**src/rtl/blast_pkg.sv**
```systemverilog
`default_nettype none
// ------------------------------------------------------------------
// blast_pkg : shared constants, state encoding and score type
// Rev 1.0
// ------------------------------------------------------------------
package blast_pkg;

  localparam int BASE_W   = 2;
  localparam int SEED_LEN = 11;

  typedef enum logic [2:0] {
    IDLE    = 3'd0,
    CAPTURE = 3'd1,
    EXT_R   = 3'd2,
    EXT_L   = 3'd3,
    REPORT  = 3'd4
  } state_t;

  typedef logic signed [11:0] score_t;

endpackage
`default_nettype wire

```
**src/rtl/xdrop_tracker.sv**
```systemverilog
`default_nettype none
// ------------------------------------------------------------------
// xdrop_tracker : running score / best score shared by both directions
// Rev 1.0
// ------------------------------------------------------------------
module xdrop_tracker #(
  parameter int unsigned MATCH    = 1,
  parameter int unsigned MISMATCH = 1,
  parameter int unsigned XDROP    = 10,
  parameter int          SCORE_W  = 12
) (
  input  logic                      clk,
  input  logic                      rst,
  input  logic                      init,
  input  logic signed [SCORE_W-1:0] init_val,
  input  logic                      step,
  input  logic                      match,
  output logic signed [SCORE_W-1:0] best_step,
  output logic                      improve,
  output logic                      drop
);

  localparam logic signed [SCORE_W-1:0] C_MATCH    = SCORE_W'(MATCH);
  localparam logic signed [SCORE_W-1:0] C_MISMATCH = SCORE_W'(MISMATCH);
  localparam logic signed [SCORE_W-1:0] C_XDROP    = SCORE_W'(XDROP);

  logic signed [SCORE_W-1:0] score_q, score_d;
  logic signed [SCORE_W-1:0] best_q, best_d;
  logic signed [SCORE_W-1:0] stepped;

  // improve/drop/best_step describe the result of stepping this cycle
  always_comb begin
    stepped   = match ? (score_q + C_MATCH) : (score_q - C_MISMATCH);
    improve   = stepped > best_q;
    best_step = improve ? stepped : best_q;
    drop      = (best_step - stepped) > C_XDROP;
    score_d   = score_q;
    best_d    = best_q;
    if (init) begin
      score_d = init_val;
      best_d  = init_val;
    end else if (step) begin
      score_d = stepped;
      best_d  = best_step;
    end
  end

  always_ff @(posedge clk) begin
    if (rst) begin
      score_q <= '0;
      best_q  <= '0;
    end else begin
      score_q <= score_d;
      best_q  <= best_d;
    end
  end

endmodule
`default_nettype wire

```
**src/rtl/ungapped_extend.sv**
```systemverilog
`default_nettype none
// ------------------------------------------------------------------
// ungapped_extend : X-drop ungapped extension of an 11-base seed
// Rev 1.0
// ------------------------------------------------------------------
module ungapped_extend
  import blast_pkg::*;
#(
  parameter int unsigned QLEN_BP    = 256,
  parameter int unsigned DLEN_BP    = 256,
  parameter int unsigned MATCH      = 1,
  parameter int unsigned MISMATCH   = 1,
  parameter int unsigned XDROP      = 10,
  parameter int unsigned HSP_THRESH = 20,
  parameter int          SCORE_W    = 12
) (
  input  logic                      clk,
  input  logic                      rst,
  input  logic [511:0]              query,
  input  logic                      queryValid,
  input  logic [511:0]              dataBase,
  input  logic                      dataBaseValid,
  input  logic                      startExpand,
  input  logic [8:0]                locationQ,
  input  logic [8:0]                ShiftNo,
  output logic                      stop,
  output logic                      hspValid,
  output logic signed [SCORE_W-1:0] hspScore,
  output logic [8:0]                hspQStart,
  output logic [8:0]                hspQEnd,
  output logic [8:0]                hspDStart,
  output logic [8:0]                hspDEnd,
  output logic                      busy
);

  localparam int IDX_W = 9;
  typedef logic [IDX_W-1:0] idx_t;

  localparam idx_t C_SEED = idx_t'(SEED_LEN);
  localparam idx_t C_QLEN = idx_t'(QLEN_BP);
  localparam idx_t C_DLEN = idx_t'(DLEN_BP);
  localparam logic signed [SCORE_W-1:0] C_SEED_SCORE = SCORE_W'(SEED_LEN * MATCH);
  localparam logic signed [SCORE_W-1:0] C_THRESH     = SCORE_W'(HSP_THRESH);

  state_t       state_q, state_d;
  logic         start_dly_q, start_dly_d;
  logic [511:0] qbuf_q, qbuf_d, dbuf_q, dbuf_d;
  logic [511:0] qwork_q, qwork_d, dwork_q, dwork_d;
  idx_t         qs_q, qs_d, ds_q, ds_d, qi_q, qi_d, di_q, di_d;
  idx_t         cnt_q, cnt_d, rbest_q, rbest_d, lbest_q, lbest_d;
  logic signed [SCORE_W-1:0] hsp_score_q, hsp_score_d;
  logic [8:0]   hsp_qs_q, hsp_qs_d, hsp_qe_q, hsp_qe_d;
  logic [8:0]   hsp_ds_q, hsp_ds_d, hsp_de_q, hsp_de_d;

  idx_t         w_qs, w_ds;
  logic         w_r_empty, w_l_empty_in, w_l_empty_q, w_match, load_hsp;
  logic [7:0]   w_qstart, w_qend, w_dstart, w_dend;
  logic signed [SCORE_W-1:0] w_best_fin;
  logic         trk_init, trk_step, trk_improve, trk_drop;
  logic signed [SCORE_W-1:0] trk_init_val, trk_best_step;

  assign w_qs         = idx_t'(locationQ >> 1);
  assign w_ds         = idx_t'(ShiftNo >> 1);
  assign w_r_empty    = (w_qs + C_SEED >= C_QLEN) || (w_ds + C_SEED >= C_DLEN);
  assign w_l_empty_in = (w_qs == '0) || (w_ds == '0);
  assign w_l_empty_q  = (qs_q == '0) || (ds_q == '0);
  assign w_match      = qwork_q[{qi_q[7:0], 1'b0} +: BASE_W] == dwork_q[{di_q[7:0], 1'b0} +: BASE_W];

  xdrop_tracker #(
    .MATCH    (MATCH),
    .MISMATCH (MISMATCH),
    .XDROP    (XDROP),
    .SCORE_W  (SCORE_W)
  ) u_trk (
    .clk       (clk),
    .rst       (rst),
    .init      (trk_init),
    .init_val  (trk_init_val),
    .step      (trk_step),
    .match     (w_match),
    .best_step (trk_best_step),
    .improve   (trk_improve),
    .drop      (trk_drop)
  );

  always_comb begin
    state_d      = state_q;
    start_dly_d  = startExpand;
    qbuf_d       = queryValid ? query : qbuf_q;
    dbuf_d       = dataBaseValid ? dataBase : dbuf_q;
    qwork_d      = qwork_q;
    dwork_d      = dwork_q;
    qs_d         = qs_q;
    ds_d         = ds_q;
    qi_d         = qi_q;
    di_d         = di_q;
    cnt_d        = cnt_q;
    rbest_d      = rbest_q;
    lbest_d      = lbest_q;
    hsp_score_d  = hsp_score_q;
    hsp_qs_d     = hsp_qs_q;
    hsp_qe_d     = hsp_qe_q;
    hsp_ds_d     = hsp_ds_q;
    hsp_de_d     = hsp_de_q;
    trk_init     = 1'b0;
    trk_step     = 1'b0;
    trk_init_val = C_SEED_SCORE;
    w_best_fin   = trk_best_step;
    load_hsp     = 1'b0;

    case (state_q)
      IDLE: begin
        if (startExpand && !start_dly_q) state_d = CAPTURE;
      end
      CAPTURE: begin
        qs_d       = w_qs;
        ds_d       = w_ds;
        qwork_d    = qbuf_q;
        dwork_d    = dbuf_q;
        trk_init   = 1'b1;
        rbest_d    = '0;
        lbest_d    = '0;
        cnt_d      = idx_t'(1);
        w_best_fin = C_SEED_SCORE;
        // zero-step directions are skipped so latency counts only real steps
        if (!w_r_empty) begin
          state_d = EXT_R;
          qi_d    = w_qs + C_SEED;
          di_d    = w_ds + C_SEED;
        end else if (!w_l_empty_in) begin
          state_d = EXT_L;
          qi_d    = w_qs - idx_t'(1);
          di_d    = w_ds - idx_t'(1);
        end else begin
          state_d  = REPORT;
          load_hsp = 1'b1;
        end
      end
      EXT_R: begin
        trk_step = 1'b1;
        qi_d     = qi_q + idx_t'(1);
        di_d     = di_q + idx_t'(1);
        cnt_d    = cnt_q + idx_t'(1);
        if (trk_improve) rbest_d = cnt_q;
        if (trk_drop || (qi_q + idx_t'(1) >= C_QLEN) || (di_q + idx_t'(1) >= C_DLEN)) begin
          cnt_d = idx_t'(1);
          if (!w_l_empty_q) begin
            state_d      = EXT_L;
            qi_d         = qs_q - idx_t'(1);
            di_d         = ds_q - idx_t'(1);
            trk_init     = 1'b1;
            trk_init_val = trk_best_step;
          end else begin
            state_d  = REPORT;
            load_hsp = 1'b1;
          end
        end
      end
      EXT_L: begin
        trk_step = 1'b1;
        qi_d     = qi_q - idx_t'(1);
        di_d     = di_q - idx_t'(1);
        cnt_d    = cnt_q + idx_t'(1);
        if (trk_improve) lbest_d = cnt_q;
        if (trk_drop || (qi_q == '0) || (di_q == '0)) begin
          state_d  = REPORT;
          load_hsp = 1'b1;
        end
      end
      REPORT: state_d = IDLE;
      default: state_d = IDLE;
    endcase

    // best counters hold the step number of the last improvement (0 = none)
    w_qstart = 8'(qs_d - lbest_d);
    w_dstart = 8'(ds_d - lbest_d);
    w_qend   = 8'(qs_d + C_SEED - idx_t'(1) + rbest_d);
    w_dend   = 8'(ds_d + C_SEED - idx_t'(1) + rbest_d);
    if (load_hsp) begin
      hsp_score_d = w_best_fin;
      hsp_qs_d    = {w_qstart, 1'b0};
      hsp_qe_d    = {w_qend, 1'b0};
      hsp_ds_d    = {w_dstart, 1'b0};
      hsp_de_d    = {w_dend, 1'b0};
    end
  end

  always_ff @(posedge clk) begin
    if (rst) begin
      state_q     <= IDLE;
      start_dly_q <= 1'b0;
      qbuf_q      <= '0;
      dbuf_q      <= '0;
      qwork_q     <= '0;
      dwork_q     <= '0;
      qs_q        <= '0;
      ds_q        <= '0;
      qi_q        <= '0;
      di_q        <= '0;
      cnt_q       <= '0;
      rbest_q     <= '0;
      lbest_q     <= '0;
      hsp_score_q <= '0;
      hsp_qs_q    <= '0;
      hsp_qe_q    <= '0;
      hsp_ds_q    <= '0;
      hsp_de_q    <= '0;
    end else begin
      state_q     <= state_d;
      start_dly_q <= start_dly_d;
      qbuf_q      <= qbuf_d;
      dbuf_q      <= dbuf_d;
      qwork_q     <= qwork_d;
      dwork_q     <= dwork_d;
      qs_q        <= qs_d;
      ds_q        <= ds_d;
      qi_q        <= qi_d;
      di_q        <= di_d;
      cnt_q       <= cnt_d;
      rbest_q     <= rbest_d;
      lbest_q     <= lbest_d;
      hsp_score_q <= hsp_score_d;
      hsp_qs_q    <= hsp_qs_d;
      hsp_qe_q    <= hsp_qe_d;
      hsp_ds_q    <= hsp_ds_d;
      hsp_de_q    <= hsp_de_d;
    end
  end

  assign stop      = (state_q == REPORT) && !rst;
  assign hspValid  = stop && (hsp_score_q >= C_THRESH);
  assign busy      = (state_q != IDLE) && !rst;
  assign hspScore  = hsp_score_q;
  assign hspQStart = hsp_qs_q;
  assign hspQEnd   = hsp_qe_q;
  assign hspDStart = hsp_ds_q;
  assign hspDEnd   = hsp_de_q;

endmodule
`default_nettype wire

```
**config.mk**
```make
export PLATFORM = sky130hd
export DESIGN_NAME = ungapped_extend
export DESIGN_NICKNAME = d
export VERILOG_FILES = /design/src/rtl/blast_pkg.sv /design/src/rtl/xdrop_tracker.sv /design/src/rtl/ungapped_extend.sv
export SDC_FILE = /design/constraint.sdc
export NUM_CORES = 2
export LEC_CHECK = 0
export CORE_AREA = 4 4 424 426
export CTS_BUF_LIST = sky130_fd_sc_hd__clkbuf_4
export DETAILED_ROUTE_END_ITERATION = 6
export DIE_AREA = 0 0 428 430
export HOLD_SLACK_MARGIN = 0.12
export PLACE_DENSITY = 0.73
export RECOVER_POWER = 100
export REMOVE_ABC_BUFFERS = 1
export SYNTH_ARGS = -nofsm -noshare
export SYNTH_HDL_FRONTEND = slang
export SYNTH_SLANG_ARGS = --single-unit
```
**constraint.sdc**
```tcl
create_clock -name clk -period 15.8 [get_ports clk]
set_input_delay 3.95 -clock clk [delete_from_list [all_inputs] [get_ports clk]]
set_output_delay 3.95 -clock clk [all_outputs]
set_load 0.02 [all_outputs]
```
==> images/met1.png <==
(1 px per um) Supply wires on this layer in gray.
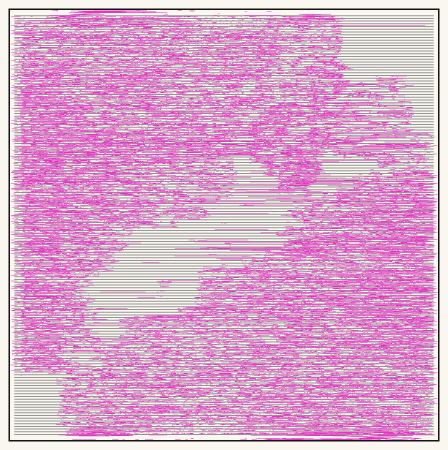
wire length on this layer: 116 mm
nets with wire on the layer: 11,300
met1 Use GR: 36.9%
detailed-route wire length: 297,000 um
total via count in the routed design: 74,300

==> images/final_congestion.png <==
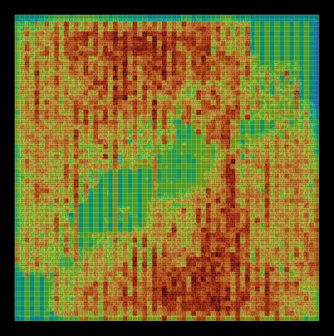
Routed wire per std cell: 22.0 um
total routing usage reported by global routing: 30.7%
M3 GR Usage: 6.36%

==> impl_table.tex <==
% Auto-generated results table
\begin{tabular}{lr}
\hline
Metric & Value \\
\hline
\multicolumn{2}{l}{\textbf{Outcome}} \\
Status & complete, but fails checks \\
Violations in the final reports & capacitance limit, slew limit \\
\multicolumn{2}{l}{\textbf{Final timing}} \\
Unrepaired setup endpoints after global routing & false \\
Worst clock skew & 111 ps \\
Highest Clock Rate & 0.0714 GHz \\
Total setup violations reported at the end of the flow & 0 \\
Number of slew-limit violations in the final report & 2,207 \\
Final Hold Slack & 400 ps \\
\multicolumn{2}{l}{\textbf{Routing}} \\
Detail Route Antenna Nets & 0 \\
Vias/cell & 5.52 \\
Pre-antenna DRT Iters & 6 \\
\multicolumn{2}{l}{\textbf{Clock network}} \\
Latency at later pin & 1390 ps \\
CTS sink count & 2,178 \\
Clock-pin transition on the worst setup and hold timing paths & 60 ps \\
\multicolumn{2}{l}{\textbf{Floorplan}} \\
Vertical die size & 430 um \\
Well-Tap Cells & 2,340 \\
Chip area & 184,000 um2 \\
Die extent in x & 428 um \\
Core Footprint & 176,000 um2 \\
\multicolumn{2}{l}{\textbf{Cells and area}} \\
Share of layout cells above drive strength 1 & 11.1\% \\
Layout Nets & 11,800 \\
Post-Route Utilization & 60.9\% \\
Non-clock buffer count in the final layout & 1,174 \\
Commonest non-fill, non-tap cell in the layout & sky130\_fd\_sc\_hd\_\_nand2\_1 \\
Combinational Area & 41,200 um2 \\
Fraction of standard cell area in multi-input logic & 38.5\% \\
Fraction of cell area in non-clock buffers & 10.9\% \\
Clock network contribution to total cell area & 6.61\% \\
Signal inverters & 83 \\
Final non-filler cell area & 107,000 um2 \\
Sequential cell count & 2,178 \\
\multicolumn{2}{l}{\textbf{GRT}} \\
Global-route wire length before repair & 436,000 um \\
Largest net degree at the start of global routing & 253 \\
Grt total ovfl & 0 \\
\multicolumn{2}{l}{\textbf{Worst setup path}} \\
Worst Setup EP & dbuf\_q[13] \\
Instance count on the critical path & 7 \\
Worst reg2reg path depth & 44 \\
End of the worst register-to-register path & hspScore[2] \\
WS Path Type & in2reg \\
Kind of cell with the highest combined delay on the critical path & buffers and inverters \\
Kind of end point of the critical path & flip-flop \\
Most common cell type on the critical path & sky130\_fd\_sc\_hd\_\_clkbuf\_1 \\
Launch instance of the worst register-to-register path & qi\_q[1] \\
Worst path max stage delay & 2340 ps \\
\multicolumn{2}{l}{\textbf{Min path}} \\
Cells on Worst Hold Path & 2 \\
Endpoint of the worst hold-timing path & dwork\_q[269] \\
\multicolumn{2}{l}{\textbf{Logic synthesis}} \\
Count leader, synth & sky130\_fd\_sc\_hd\_\_nand2\_1 \\
Fraction of synthesized cell area taken by the top area cell type & 49.6\% \\
Cell type with the highest aggregate area in the netlist & sky130\_fd\_sc\_hd\_\_dfxtp\_1 \\
Seq share, synth & 49.6\% \\
Post-synth ARST share & 0\% \\
Cell count after synthesis & 9,660 \\
Area contributors post-synth & sky130\_fd\_sc\_hd\_\_dfxtp\_1 50\%, sky130\_fd\_sc\_hd\_\_mux2i\_1 13\%, sky130\_fd\_sc\_hd\_\_nand2\_1 9.5\%, sky130\_fd\_sc\_hd\_\_a21oi\_1 6.5\%, sky130\_fd\_sc\_hd\_\_mux4\_2 5.9\% \\
Post-synth cell types & 83 \\
XOR-XNOR Cells, Area Fraction & 0.912\% \\
Count of instantiated cells in the yosys netlist & 9,660 \\
Register bit total from synthesis & 2,178 \\
Primary flip-flop cell chosen by synthesis mapping & sky130\_fd\_sc\_hd\_\_dfxtp\_1 \\
Complex Gates by Area & 9.36\% \\
\multicolumn{2}{l}{\textbf{Power and ir drop}} \\
Power density normalized to cell area & 176 nW/um2 \\
Power of the sequential group & 6.34 mW \\
Flop pwr share & 33.7\% \\
Combinational group share of total power & 40.1\% \\
Maximum ir drop on the vdd rail & 459 uV \\
\multicolumn{2}{l}{\textbf{Placed design}} \\
Total half-perimeter wirelength after legalization and detailed placement & 209,000 um \\
Final weighted congestion of routability-driven global placement & 0.908 \\
\multicolumn{2}{l}{\textbf{Job}} \\
Number of max-capacitance violations reported & 22 \\
\hline
\end{tabular}
==> images/metal_stack.png <==
(1 px per um) Only two layers are drawn.
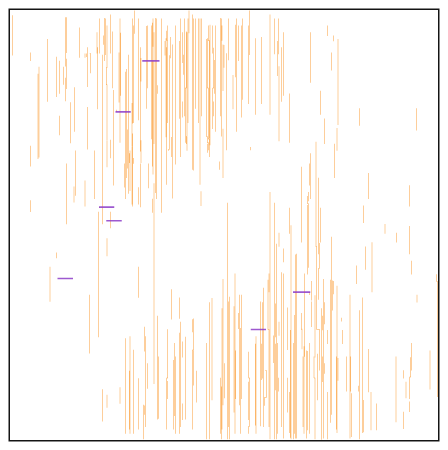
| color | layer | wire length |
|---|---|---|
| purple | met5 | 100 um |
| orange | met4 | 20.4 mm |

==> images/zoom.png <==
Region (199, 286) to (229, 316) um. Cells in gray, sequential cells in the stronger gray; small squares are vias.
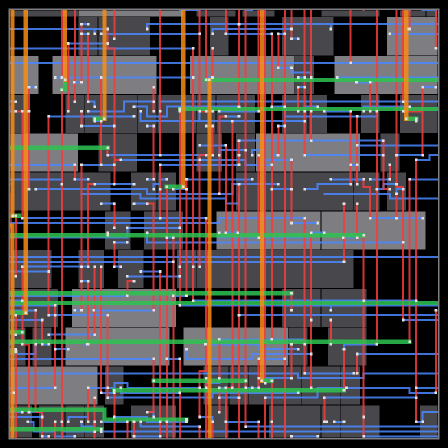
| color | layer |
|---|---|
| green | met3 |
| red | met2 |
| blue | met1 |
| orange | met4 |
cells with their middle in the window: 67
netlist names of flops here include: qwork_q (7), qbuf_q (4)
most frequent: nand2_1 (15), dfxtp_1 (11), a21oi_1 (8)
sequential cells in the window: 11

## through the flow
step	total power, mW	cells	TNS [ps]	setup slack, ps
6_report	18.8	13500	0	1800
5_1_grt	20.1	13500	0	1020
4_1_cts	19.0	13400	0	2930
3_5_place_dp	14.0	12400	0	2970
3_3_place_gp	14.0	12400	0	3030
2_1_floorplan	11.8	8932	-2930400	-7370
## layer usage
metal | vias to the layer above | GRT usage [%] | share of wire [%]
met5 | - | 0 | 0.034
met4 | 14 | 22.0 | 6.9
met3 | 708 | 6.36 | 6.7
met2 | 2945 | 49.0 | 47
met1 | 35600 | 36.9 | 39
li1 | 35000 | - | -
Power figures rest on the tool's default switching activity, not on a simulated workload.
